===== src/rtl/clk_div_prog_pkg.sv =====
`default_nettype none
// ============================================================================
// Module   : clk_div_prog_pkg
// Purpose  : Shared defaults and encodings for the programmable clock divider
//            slice (ratio width, post-reset ratio, "channel off" encoding).
// Ports    : none (package)
// Revision : 1.0 - initial release
// ============================================================================
package clk_div_prog_pkg;

    localparam int c_n_ch_default     = 4;
    localparam int c_ch_w_default     = 2;
    localparam int c_div_w_default    = 8;
    // 16.384 MHz / 10 = 1.6384 MHz after reset
    localparam int c_div_init_default = 10;
    // A ratio of zero parks the channel: outputs low, counter held
    localparam int c_div_off          = 0;

endpackage : clk_div_prog_pkg
`default_nettype wire


===== src/rtl/clk_div_prog_if.sv =====
`default_nettype none
// ============================================================================
// Module   : clk_div_prog_if
// Purpose  : Valid/ready configuration channel of the programmable divider.
// Signals  : cfg_valid  request          (master -> slave)
//            cfg_ch     target channel   (master -> slave)
//            cfg_div    new ratio, 0=off (master -> slave)
//            cfg_ready  accept           (slave -> master)
//            cfg_err    bad-channel pulse(slave -> master)
// Revision : 1.0 - initial release
// ============================================================================
interface clk_div_prog_if
    import clk_div_prog_pkg::*;
#(
    parameter int CH_W  = c_ch_w_default,
    parameter int DIV_W = c_div_w_default
);
    logic             cfg_valid;
    logic             cfg_ready;
    logic [CH_W-1:0]  cfg_ch;
    logic [DIV_W-1:0] cfg_div;
    logic             cfg_err;

    modport master (
        output cfg_valid,
        output cfg_ch,
        output cfg_div,
        input  cfg_ready,
        input  cfg_err
    );

    modport slave (
        input  cfg_valid,
        input  cfg_ch,
        input  cfg_div,
        output cfg_ready,
        output cfg_err
    );

endinterface : clk_div_prog_if
`default_nettype wire


===== src/rtl/clk_div_prog_chan.sv =====
`default_nettype none
// ============================================================================
// Module   : clk_div_prog_chan
// Purpose  : One divider channel. Counts 0..D-1, emits a registered divided
//            clock (high for (D+1)>>1 cycles) and a 1-cycle ce strobe at the
//            start of each period. New ratios are staged and applied only at a
//            period boundary, immediately when parked/at D=1, or on sync.
// Ports    : clk_16_384m  system clock
//            rst_n        async active-low reset
//            load_i       stage div_i as the pending ratio
//            div_i        ratio to stage
//            sync_i       restart counter at phase 0, apply any pending ratio
//            pend_o       a staged ratio is waiting
//            active_o     current ratio is non-zero
//            clk_out_o    divided clock
//            ce_out_o     period-start strobe
// Revision : 1.0 - initial release
// ============================================================================
module clk_div_prog_chan
    import clk_div_prog_pkg::*;
#(
    parameter int DIV_W    = c_div_w_default,
    parameter int DIV_INIT = c_div_init_default
)(
    input  wire logic             clk_16_384m,
    input  wire logic             rst_n,
    input  wire logic             load_i,
    input  wire logic [DIV_W-1:0] div_i,
    input  wire logic             sync_i,
    output logic                  pend_o,
    output logic                  active_o,
    output logic                  clk_out_o,
    output logic                  ce_out_o
);

    localparam logic [DIV_W-1:0] c_div_init = DIV_W'(DIV_INIT);
    localparam logic [DIV_W-1:0] c_off      = DIV_W'(c_div_off);
    localparam logic [DIV_W-1:0] c_one      = DIV_W'(1);

    logic [DIV_W-1:0] cnt_q,      cnt_d;
    logic [DIV_W-1:0] div_cur_q,  div_cur_d;
    logic [DIV_W-1:0] div_pend_q, div_pend_d;
    logic             pend_q,     pend_d;
    logic             clk_q,      clk_d;
    logic             ce_q,       ce_d;

    logic [DIV_W:0]   w_hi;
    logic             w_slow;
    logic             w_wrap;
    logic             w_apply;

    // One extra bit so that D = 2^DIV_W-1 does not overflow in D+1
    assign w_hi    = ({1'b0, div_cur_q} + (DIV_W+1)'(1)) >> 1;
    // Parked (0) and D=1 have no period to finish, so a new ratio goes in now
    assign w_slow  = (div_cur_q <= c_one);
    assign w_wrap  = (cnt_q == (div_cur_q - c_one));
    assign w_apply = pend_q && (sync_i || w_slow || w_wrap);

    always_comb begin
        cnt_d      = cnt_q;
        div_cur_d  = div_cur_q;
        div_pend_d = div_pend_q;
        pend_d     = pend_q;
        clk_d      = 1'b0;
        ce_d       = 1'b0;

        // Outputs come from the pre-update count, hence one cycle behind it
        if (div_cur_q == c_off) begin
            cnt_d = '0;
        end else if (div_cur_q == c_one) begin
            clk_d = 1'b1;
            ce_d  = 1'b1;
            cnt_d = '0;
        end else begin
            ce_d  = (cnt_q == '0);
            clk_d = ({1'b0, cnt_q} < w_hi);
            cnt_d = w_wrap ? '0 : cnt_q + c_one;
        end

        if (sync_i) begin
            cnt_d = '0;
        end

        if (w_apply) begin
            div_cur_d = div_pend_q;
            cnt_d     = '0;
            pend_d    = 1'b0;
        end

        // The top only loads while no channel is pending, so load never
        // collides with an apply on this channel
        if (load_i) begin
            div_pend_d = div_i;
            pend_d     = 1'b1;
        end
    end

    always_ff @(posedge clk_16_384m or negedge rst_n) begin
        if (!rst_n) begin
            cnt_q      <= '0;
            div_cur_q  <= c_div_init;
            div_pend_q <= '0;
            pend_q     <= 1'b0;
            clk_q      <= 1'b0;
            ce_q       <= 1'b0;
        end else begin
            cnt_q      <= cnt_d;
            div_cur_q  <= div_cur_d;
            div_pend_q <= div_pend_d;
            pend_q     <= pend_d;
            clk_q      <= clk_d;
            ce_q       <= ce_d;
        end
    end

    assign pend_o    = pend_q;
    assign active_o  = (div_cur_q != c_off);
    assign clk_out_o = clk_q;
    assign ce_out_o  = ce_q;

endmodule : clk_div_prog_chan
`default_nettype wire


===== src/rtl/clk_div_prog.sv =====
`default_nettype none
// ============================================================================
// Module   : clk_div_prog
// Purpose  : N-channel programmable divider on clk_16_384m. Decodes the
//            config channel into per-channel load strobes, registers
//            cfg_ready/cfg_err, and fans sync out to every channel.
//            clk_out_o is for pins/observation; logic qualifies on ce_out_o.
// Ports    : clk_16_384m  system clock
//            rst_n        async active-low reset
//            cfg          config channel (slave modport)
//            sync_i       restart all channels at phase 0
//            clk_out_o    divided clock per channel
//            ce_out_o     period-start strobe per channel
//            active_o     per-channel ratio != 0
// Revision : 1.0 - initial release
// ============================================================================
module clk_div_prog
    import clk_div_prog_pkg::*;
#(
    parameter int N_CH     = c_n_ch_default,
    parameter int CH_W     = c_ch_w_default,
    parameter int DIV_W    = c_div_w_default,
    parameter int DIV_INIT = c_div_init_default
)(
    input  wire logic            clk_16_384m,
    input  wire logic            rst_n,
    clk_div_prog_if.slave        cfg,
    input  wire logic            sync_i,
    output logic [N_CH-1:0]      clk_out_o,
    output logic [N_CH-1:0]      ce_out_o,
    output logic [N_CH-1:0]      active_o
);

    localparam logic [CH_W:0] c_n_ch = (CH_W+1)'(N_CH);

    logic            w_xfer;
    logic            w_ch_ok;
    logic [N_CH-1:0] w_load;
    logic [N_CH-1:0] w_pend;

    logic            cfg_ready_q, cfg_ready_d;
    logic            cfg_err_q,   cfg_err_d;

    assign w_xfer  = cfg.cfg_valid && cfg_ready_q;
    assign w_ch_ok = ({1'b0, cfg.cfg_ch} < c_n_ch);

    generate
        for (genvar i = 0; i < N_CH; i++) begin : g_ch
            assign w_load[i] = w_xfer && w_ch_ok && (cfg.cfg_ch == CH_W'(i));

            clk_div_prog_chan #(
                .DIV_W    (DIV_W),
                .DIV_INIT (DIV_INIT)
            ) u_chan (
                .clk_16_384m (clk_16_384m),
                .rst_n       (rst_n),
                .load_i      (w_load[i]),
                .div_i       (cfg.cfg_div),
                .sync_i      (sync_i),
                .pend_o      (w_pend[i]),
                .active_o    (active_o[i]),
                .clk_out_o   (clk_out_o[i]),
                .ce_out_o    (ce_out_o[i])
            );
        end
    endgenerate

    // Ready drops the cycle after a good transfer and stays low while any
    // channel holds a staged ratio; it returns the cycle after the apply.
    // A request to a non-existent channel is swallowed and ready stays up.
    always_comb begin
        cfg_ready_d = !(|w_pend) && !(w_xfer && w_ch_ok);
        cfg_err_d   = w_xfer && !w_ch_ok;
    end

    always_ff @(posedge clk_16_384m or negedge rst_n) begin
        if (!rst_n) begin
            cfg_ready_q <= 1'b1;
            cfg_err_q   <= 1'b0;
        end else begin
            cfg_ready_q <= cfg_ready_d;
            cfg_err_q   <= cfg_err_d;
        end
    end

    assign cfg.cfg_ready = cfg_ready_q;
    assign cfg.cfg_err   = cfg_err_q;

endmodule : clk_div_prog
`default_nettype wire


===== src/flat_wrapper.sv =====
// flat-port wrapper written by rule: the top's interface ports become plain ports
module clk_div_prog_flat import clk_div_prog_pkg::*;
#(
    parameter int N_CH     = c_n_ch_default,
    parameter int CH_W     = c_ch_w_default,
    parameter int DIV_W    = c_div_w_default,
    parameter int DIV_INIT = c_div_init_default
)
  (clk_16_384m, rst_n, sync_i, clk_out_o, ce_out_o, active_o, cfg_cfg_valid, cfg_cfg_ch, cfg_cfg_div, cfg_cfg_ready, cfg_cfg_err);
  clk_div_prog_if #(.CH_W(CH_W), .DIV_W(DIV_W)) cfg_i ();
  input  wire logic clk_16_384m;
  input  wire logic rst_n;
  input  wire logic sync_i;
  output logic [N_CH-1:0] clk_out_o;
  output logic [N_CH-1:0] ce_out_o;
  output logic [N_CH-1:0] active_o;
  input wire logic [$bits(cfg_i.cfg_valid)-1:0] cfg_cfg_valid;
  input wire logic [$bits(cfg_i.cfg_ch)-1:0] cfg_cfg_ch;
  input wire logic [$bits(cfg_i.cfg_div)-1:0] cfg_cfg_div;
  output wire logic [$bits(cfg_i.cfg_ready)-1:0] cfg_cfg_ready;
  output wire logic [$bits(cfg_i.cfg_err)-1:0] cfg_cfg_err;
  assign cfg_i.cfg_valid = cfg_cfg_valid;
  assign cfg_i.cfg_ch = cfg_cfg_ch;
  assign cfg_i.cfg_div = cfg_cfg_div;
  assign cfg_cfg_ready = cfg_i.cfg_ready;
  assign cfg_cfg_err = cfg_i.cfg_err;
  clk_div_prog #(.N_CH(N_CH), .CH_W(CH_W), .DIV_W(DIV_W), .DIV_INIT(DIV_INIT)) u_core (.clk_16_384m(clk_16_384m), .rst_n(rst_n), .cfg(cfg_i), .sync_i(sync_i), .clk_out_o(clk_out_o), .ce_out_o(ce_out_o), .active_o(active_o));
endmodule

===== config.mk =====
export PLATFORM = sky130hd
export DESIGN_NAME = clk_div_prog_flat
export DESIGN_NICKNAME = d
export VERILOG_FILES = /design/src/rtl/clk_div_prog_pkg.sv /design/src/rtl/clk_div_prog_if.sv /design/src/rtl/clk_div_prog_chan.sv /design/src/rtl/clk_div_prog.sv /design/src/flat_wrapper.sv
export SDC_FILE = /design/constraint.sdc
export NUM_CORES = 1
export LEC_CHECK = 0
export CELL_PAD_IN_SITES_DETAIL_PLACEMENT = 0
export CELL_PAD_IN_SITES_GLOBAL_PLACEMENT = 1
export CORE_MARGIN = 1
export CORE_UTILIZATION = 45
export DETAILED_ROUTE_END_ITERATION = 8
export PLACE_DENSITY_LB_ADDON = 0.1
export SLEW_MARGIN = 20
export SYNTH_ARGS = -nofsm -noshare
export SYNTH_HDL_FRONTEND = slang
export SYNTH_HIERARCHICAL = 1
export SYNTH_SLANG_ARGS = --single-unit

===== constraint.sdc =====
create_clock -name clk_16_384m -period 3.5 [get_ports clk_16_384m]
set_input_delay 0.525 -clock clk_16_384m [delete_from_list [all_inputs] [get_ports clk_16_384m]]
set_output_delay 0.525 -clock clk_16_384m [all_outputs]
set_load 0.05 [all_outputs]

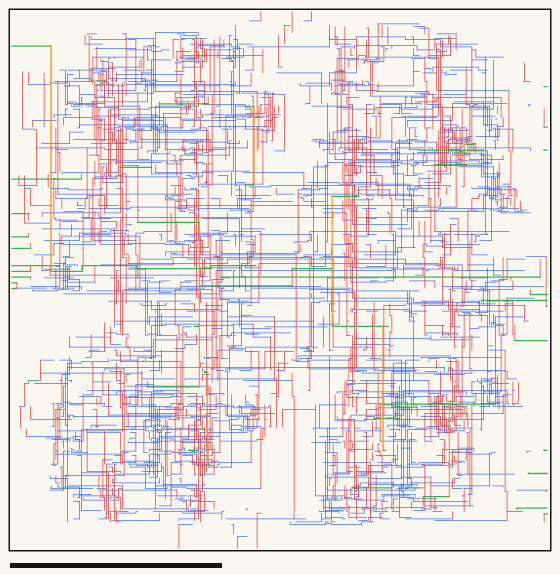
(routed metal, one colour a layer)
Bar = 50 um.
metal 3: shown in green, wire length 420 um. metal 2: shown in red, wire length 6130 um. metal 1: shown in blue, wire length 7320 um. metal 4: shown in orange, wire length 214 um.
DR vias: 4606
final routed wire length divided by cell count: 16.5 um
Global Route Usage Sum: 18.9%
detailed-route wire length: 14100 um

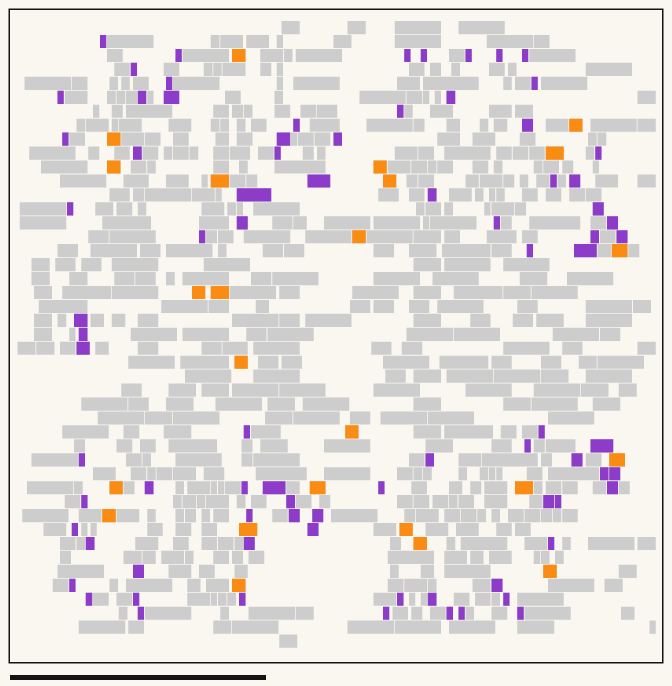
(logic cells by family)
Bar = 50 um.
non-inverting ao/oa cells: shown in orange, cells 24, most used a21o_1, where all over the die. nor cells: shown in purple, cells 81, most used nor2_1, where all over the die.
most common logic cell in the routed design: dfrtp_1
Comb area share: 51.8%
fin cells: 856

==> notes.md <==
Flow results are below.

- Yosys reported a register bit count of about 110.
- The critical path starts at u_core/g_ch[1].u_chan/div_cur_q[0].
- The largest registers in the layout are u_core/g_ch.u_chan/cnt_q: 32 flops, u_core/g_ch.u_chan/div_cur_q: 32 flops, u_core/g_ch.u_chan/div_pend_q: 32 flops.
- The CTS report gives the tree buffer count as 9.
- The critical path buffer and inverter count is 3, for reference.
- The fraction of power consumed by combinational cells is between 40 and 50%, for reference.
- The routed length on met2 is 6130 um, for reference.
- The count of antenna diodes in the layout is 0, for reference.
- The xor/xnor cell area share of the yosys netlist is a little over a tenth, for reference.
- The fraction of layout instances using a drive strength above 1 is 19.8%, for reference.
- The number of unique standard cell types used by synthesis is about 60, for reference.
- The placeable core region is between 15000 and 20000 sq um, for reference.
- The met3 wire length is ~420 um, for reference.
- Of the post-synthesis cell area, the part taken by muxes is a little under an eighth.
- On the reported timing paths, the clock transition at the registers reads around 70 ps.
- Yosys stat counts roughly 640 cells in the synthesized netlist.
- The layout net count is 702, for reference.
- Per the detail_route report, vias per standard cell equal 5.38.
- The buffers inserted during post-CTS setup optimization is 0, for reference.
- Counting flops with a built-in enable in the synthesized netlist gives 0.
- The number of gates given a new drive strength after cts is 0, for reference.
- In the synthesized netlist, the cells that appear most often are 100 x dfrtp_1, 57 x xor2_1, 53 x nand3_1.
- Of the total synthesized cell area, the portion taken by AND, OR, NAND and NOR gates is 16.2%.
- The switching portion of total power is between 30% and 40%, for reference.
- The setup total negative slack is 0 ps, for reference.
- The top-area cell type share of the netlist area is between 30% and 40%, for reference.
- The largest single stage delay on the critical path is between 700 and 800 ps.
- RePlAce ended its routability-driven mode at a weighted congestion of between 0.8 and 0.9.
- The worst register-to-register path ends at u_core/g_ch[0].u_chan/div_cur_q[4].
- Setup repair after global routing left no endpoint under its margin.
- The area growth from synthesis to final layout is 8.66%, for reference.
- The synthesized instance count is between 600 and 700, for reference.
- The stage logs contain a warning count of 38.
- The area of the mapped netlist is ~7100 sq um, for reference.
- The number of gates on the worst path with buffers counted is 6, for reference.
- The clock tree synthesis step divided the H-tree into 3 levels.
- From left edge to right edge, the die measures approximately 130 um.
- The heaviest power group is combinational logic, for reference.
- In the finished design, the share of the clock period the worst path needs comes to between 80 and 90%.
- The endpoint type of the worst setup path is a primary output, for reference.
- Data arrives at the worst endpoint at around 2600 ps.
- For the worst-skew pair, the clock arrives at the later sink with an insertion delay of ~350 ps.
- Among all stages on the critical path, the largest delay is contributed by clkdlybuf4s50_1.
- Endpoints with negative setup slack in the final report add up to 0.
- Entering global routing, the biggest net connects about 57 pins.
- The count of buffers added on input and output ports is 26.
- The flow ran to the end, and the final reports show no timing, DRC or antenna violations.
- The number of nets at floorplan is 698, for reference.
- For this run, the top clock speed supported by timing is between 300 and 400 MHz.
- IR analysis of the VDD net gives a maximum drop of approximately 290 uV.
- The power in sequential cells is about 2.5 mW, for reference.
- The classification of the worst-slack hold path is in -> async, for reference.
- The first detailed-routing pass took 4 iterations.
- The report lists the power per cell area as 824 nW/um^2.
- The CTS tree is done, for reference.
- The filler cells instantiated in the layout total about 1400.
- During synthesis, Yosys emitted a total of 6 warnings.
- Global routing finished with a remaining overflow of 0.
- The highest fanout seen on the critical path is 10, for reference.
- In this run the full chip footprint comes out at between 15000 and 20000 sq um.
- The floorplan row count is 45, for reference.
- The initial standard-cell utilization of the core is 46.2%, for reference.
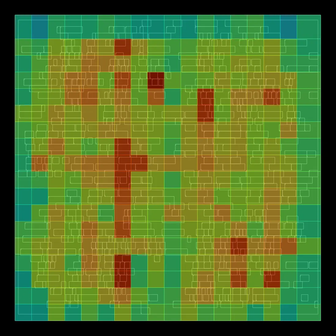
(routing congestion map)
global routing met3 resource utilization: 2.72%
GRT Max-Usage Layer: met2
met1 track demand over resource: 28.1%
final core utilization: 50.2%
fraction of met2 tracks used by global routing: 28.3%

-- final cells by class --
class	count	area [sq um]	share of cell area, %
flip-flops and latches	109	2740	35.7
repair buffers	30	300	3.92
clock inverters	4	70.1	0.914
inverters	17	63.8	0.833
clock buffers	12	256	3.35
multi-input cells	473	3970	51.8
well taps	211	264	3.44
-- per-stage QoR --
stage	worst slack, ps	cell area, sq um	power, mW	std cells	util [%]
2_1_floorplan	760	7050	4.72	636	-
3_3_place_gp	693	7340	5.14	840	48.1
3_5_place_dp	630	7340	5.22	840	48.1
4_1_cts	363	7660	6.37	856	50.2
5_1_grt	239	7660	6.79	856	50.2
6_report	390	7660	6.31	856	50.2
No activity file was given, so power comes from the tool's default toggle rates.
